layer_met1.png
Supply wires on this layer in grey.
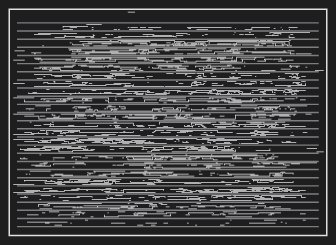
layer_met2.png
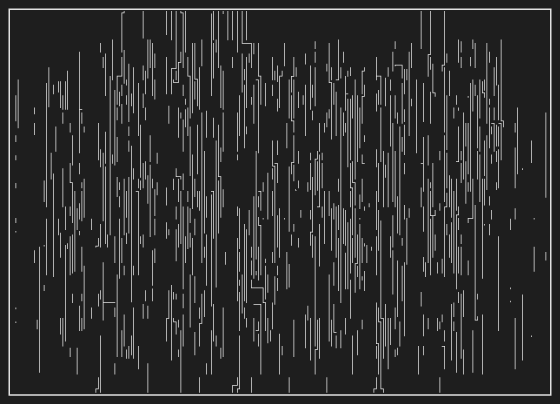
layer_met3.png
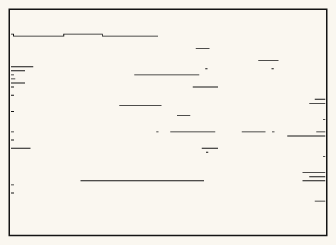
--- config.mk ---
export PLATFORM = sky130hd
export DESIGN_NAME = mc_hit_counter
export DESIGN_NICKNAME = d
export VERILOG_FILES = /design/src/rtl/mc_pkg.sv /design/src/rtl/mc_hit_counter.sv
export SDC_FILE = /design/constraint.sdc
export NUM_CORES = 1
export LEC_CHECK = 0
export ABC_AREA = 1
export ABC_CLOCK_PERIOD_IN_PS = 5300
export CAP_MARGIN = 20
export CELL_PAD_IN_SITES_DETAIL_PLACEMENT = 1
export CELL_PAD_IN_SITES_GLOBAL_PLACEMENT = 1
export CORE_ASPECT_RATIO = 0.7
export CORE_MARGIN = 2
export CORE_UTILIZATION = 39
export DETAILED_ROUTE_END_ITERATION = 16
export GPL_TIMING_DRIVEN = 0
export PLACE_DENSITY_LB_ADDON = 0.1
export SLEW_MARGIN = 40
export SYNTH_ARGS = -nofsm -noshare
export SYNTH_HDL_FRONTEND = slang
export SYNTH_SLANG_ARGS = --single-unit
--- constraint.sdc ---
create_clock -name clk -period 5.3 [get_ports clk]
set_clock_uncertainty 0.15 [all_clocks]
set_input_delay 0.53 -clock clk [delete_from_list [all_inputs] [get_ports clk]]
set_output_delay 0.53 -clock clk [all_outputs]
set_load 0.02 [all_outputs]
--- src/rtl/mc_pkg.sv ---
// Shared types and defaults for the Monte-Carlo pipeline stages
// (comparator wrapper, hit counter, pi/area estimator).
package mc_pkg;

  localparam int MC_CNT_WIDTH = 16;

  typedef enum logic [1:0] {
    IDLE = 2'd0,
    RUN  = 2'd1,
    DONE = 2'd2
  } mc_cnt_state_e;

endpackage

--- src/rtl/mc_hit_counter.sv ---
// Counts samples and hits over a programmed run of N compare bits, then pulses done.
// Optional MC_HIT_COUNTER_STALL_CNT_EN adds a saturating count of RUN cycles without a valid sample.
module mc_hit_counter
  import mc_pkg::*;
#(
  parameter int CNT_WIDTH      = MC_CNT_WIDTH,
  parameter bit HIT_ON_GREATER = 1'b0
) (
  input  logic                 clk,
  input  logic                 rst,
  input  logic                 start,
  input  logic [CNT_WIDTH-1:0] num_samples,
  input  logic                 sample_valid,
  input  logic                 cmp_bit,
  output logic                 busy,
  output logic                 done,
  output logic [CNT_WIDTH-1:0] sample_count,
  output logic [CNT_WIDTH-1:0] hit_count
`ifdef MC_HIT_COUNTER_STALL_CNT_EN
  ,
  output logic [CNT_WIDTH-1:0] stall_count
`endif
);

  mc_cnt_state_e        r_state;
  mc_cnt_state_e        w_state_nxt;
  logic [CNT_WIDTH-1:0] r_target;
  logic [CNT_WIDTH-1:0] r_sample_cnt;
  logic [CNT_WIDTH-1:0] r_hit_cnt;
  logic [CNT_WIDTH-1:0] w_sample_inc;
  logic                 w_accept;
  logic                 w_take;
  logic                 w_hit;
  logic                 w_last;

  assign w_accept     = (r_state == IDLE) && start;
  assign w_take       = (r_state == RUN) && sample_valid;
  assign w_hit        = (cmp_bit == HIT_ON_GREATER);
  assign w_sample_inc = r_sample_cnt + CNT_WIDTH'(1);
  // target is never zero in RUN, so the incremented count cannot wrap before matching
  assign w_last       = w_take && (w_sample_inc == r_target);

  always_comb begin
    w_state_nxt = r_state;
    unique case (r_state)
      IDLE: begin
        if (start) begin
          w_state_nxt = (num_samples == '0) ? DONE : RUN;
        end
      end
      RUN: begin
        if (w_last) begin
          w_state_nxt = DONE;
        end
      end
      DONE:    w_state_nxt = IDLE;
      default: w_state_nxt = IDLE;
    endcase
  end

  always_ff @(posedge clk) begin
    if (rst) begin
      r_state      <= IDLE;
      r_target     <= '0;
      r_sample_cnt <= '0;
      r_hit_cnt    <= '0;
    end else begin
      r_state <= w_state_nxt;
      if (w_accept) begin
        r_target     <= num_samples;
        r_sample_cnt <= '0;
        r_hit_cnt    <= '0;
      end else if (w_take) begin
        r_sample_cnt <= w_sample_inc;
        if (w_hit) begin
          r_hit_cnt <= r_hit_cnt + CNT_WIDTH'(1);
        end
      end
    end
  end

`ifdef MC_HIT_COUNTER_STALL_CNT_EN
  logic [CNT_WIDTH-1:0] r_stall_cnt;

  always_ff @(posedge clk) begin
    if (rst) begin
      r_stall_cnt <= '0;
    end else if (w_accept) begin
      r_stall_cnt <= '0;
    end else if ((r_state == RUN) && !sample_valid && (r_stall_cnt != '1)) begin
      r_stall_cnt <= r_stall_cnt + CNT_WIDTH'(1);
    end
  end

  assign stall_count = r_stall_cnt;
`endif

  assign busy         = (r_state == RUN);
  assign done         = (r_state == DONE);
  assign sample_count = r_sample_cnt;
  assign hit_count    = r_hit_cnt;

endmodule

==> summary.txt <==
Latest figures from synthesis and place and route.

Broken down by cell family, the worst path's largest delay share belongs to buffers and inverters. The maximum single-stage delay on the critical path is 0.44 ns. For this run, the leading register cell type out of synthesis is dfxtp_1. The cell at the root of the clock tree is clkbuf_8. Looking at the max-slew report, the worst-margin pin has a slew of 0.652 ns. The topmost layer with routed signal wires is met4. Setup repair after global routing left no endpoint under its margin. The clock transition time at the flip-flop clock pins of the worst setup and hold paths is 0.09 ns. The number of gates given a new drive strength after cts is 0. The number of cell instances after yosys synthesis is a little over 400.

The max-capacitance violation count is 0. Of the cells placed in the final design, the portion with a size suffix greater than 1 is 0.0905. The minimum period implied by the final worst setup slack is about 2.4 ns. The layout buffer count excluding clock buffers is slightly above 60.

For this run, the chip area from Yosys synthesis comes to 2810 um2. The global placer's final weighted congestion is 0.854. The power share of the sequential group is 0.518. Entering global routing, the biggest net connects 15 pins. The run finished with clean final reports. The number of max-slew violations in the final report is 0. Overall routing resource usage recorded by global route was 0.231. The count of buffer and inverter cells on the critical path is 4. The final cell area excluding filler cells is ~3600 um2. The met1 track utilization from global routing is 0.331. The worst setup margin is ~2.9 ns. The number of remaining DRC errors is 0.

The share of the core filled with cells in the final layout is 0.520. For this run the detailed placement stage logged an HPWL of a little under 7 mm. 0 antenna diodes ended up in the layout.

The routed length on met2 is 3.90 mm. The routed wire length is roughly 9 mm. Looking at the critical path, the highest net fanout was 10. The full die area is about 8000 um2. The multi-input combinational cell count is between 200 and 300. Walking the worst path, the cells encountered are clkdlybuf4s50_1, nand2_2, inv_1, nor2_2, clkinv_1, clkbuf_1, a21oi_1. Across all layers, the routed design uses between 2000 and 3000 vias. The sequential element share of the synthesized area is 0.356. The biggest slice of the area belongs to logic gates. The number of warning messages in the yosys log is 0.

The detailed-routed wire length on met3 is roughly 250 um. The required time at the worst-slack endpoint is roughly 5.4 ns. The parity-gate share of the synthesized area counting xor and xnor cells is 0.0267. The number of instances in the synthesized netlist is 413.

The cell-mix breakdown from Yosys lists the simple-gate area share as 0.371. The starting utilization of the core area is 0.410. The aggregate global routing overflow is 0. In this run the remaining antenna-violating nets after routing total 0. Of the available clock period, the critical path in the final layout requires 0.460.

Per the OpenROAD power report, leakage power amounts to roughly 1.4 nW. The via count of the first global-routing pass was 2962.
About layer_met1.png:
share of all routed wire: 51%
main direction: horizontal
longest straight run: 51.5 um

About layer_met2.png:
wire length on this layer: 3900 um
main direction: vertical
longest straight run: 38.1 um
nets with wire on the layer: 439
share of all routed wire: 45%

About layer_met3.png:
longest straight run: 40.9 um
main direction: horizontal

## power groups by stage
stage	Clock, mW	Combinational [mW]	Sequential, mW
final	0.240	0.145	0.414
after global routing	0.257	0.161	0.417
after CTS	0.245	0.146	0.414
after detailed placement	0	0.145	0.422
after global placement	0	0.141	0.421
after floorplan	0	0.0793	0.424
## registers in the layout, indices dropped and copies added (netlist names)
name,flops
hit_count,16
r_target,16
sample_count,16
r_state,2
## path summary, 6_finish.rpt
check                                startpoint              end  slack [ns]  cells after the start
worst max-delay path                      start  sample_count[0]        2.86                      7
worst min-delay path                r_target[9]      r_target[9]        0.33                      2
worst max register to register  sample_count[0]       r_state[0]        2.97                     14
worst min register to register      r_target[9]      r_target[9]        0.33                      2
Power and IR drop assume default switching activity.
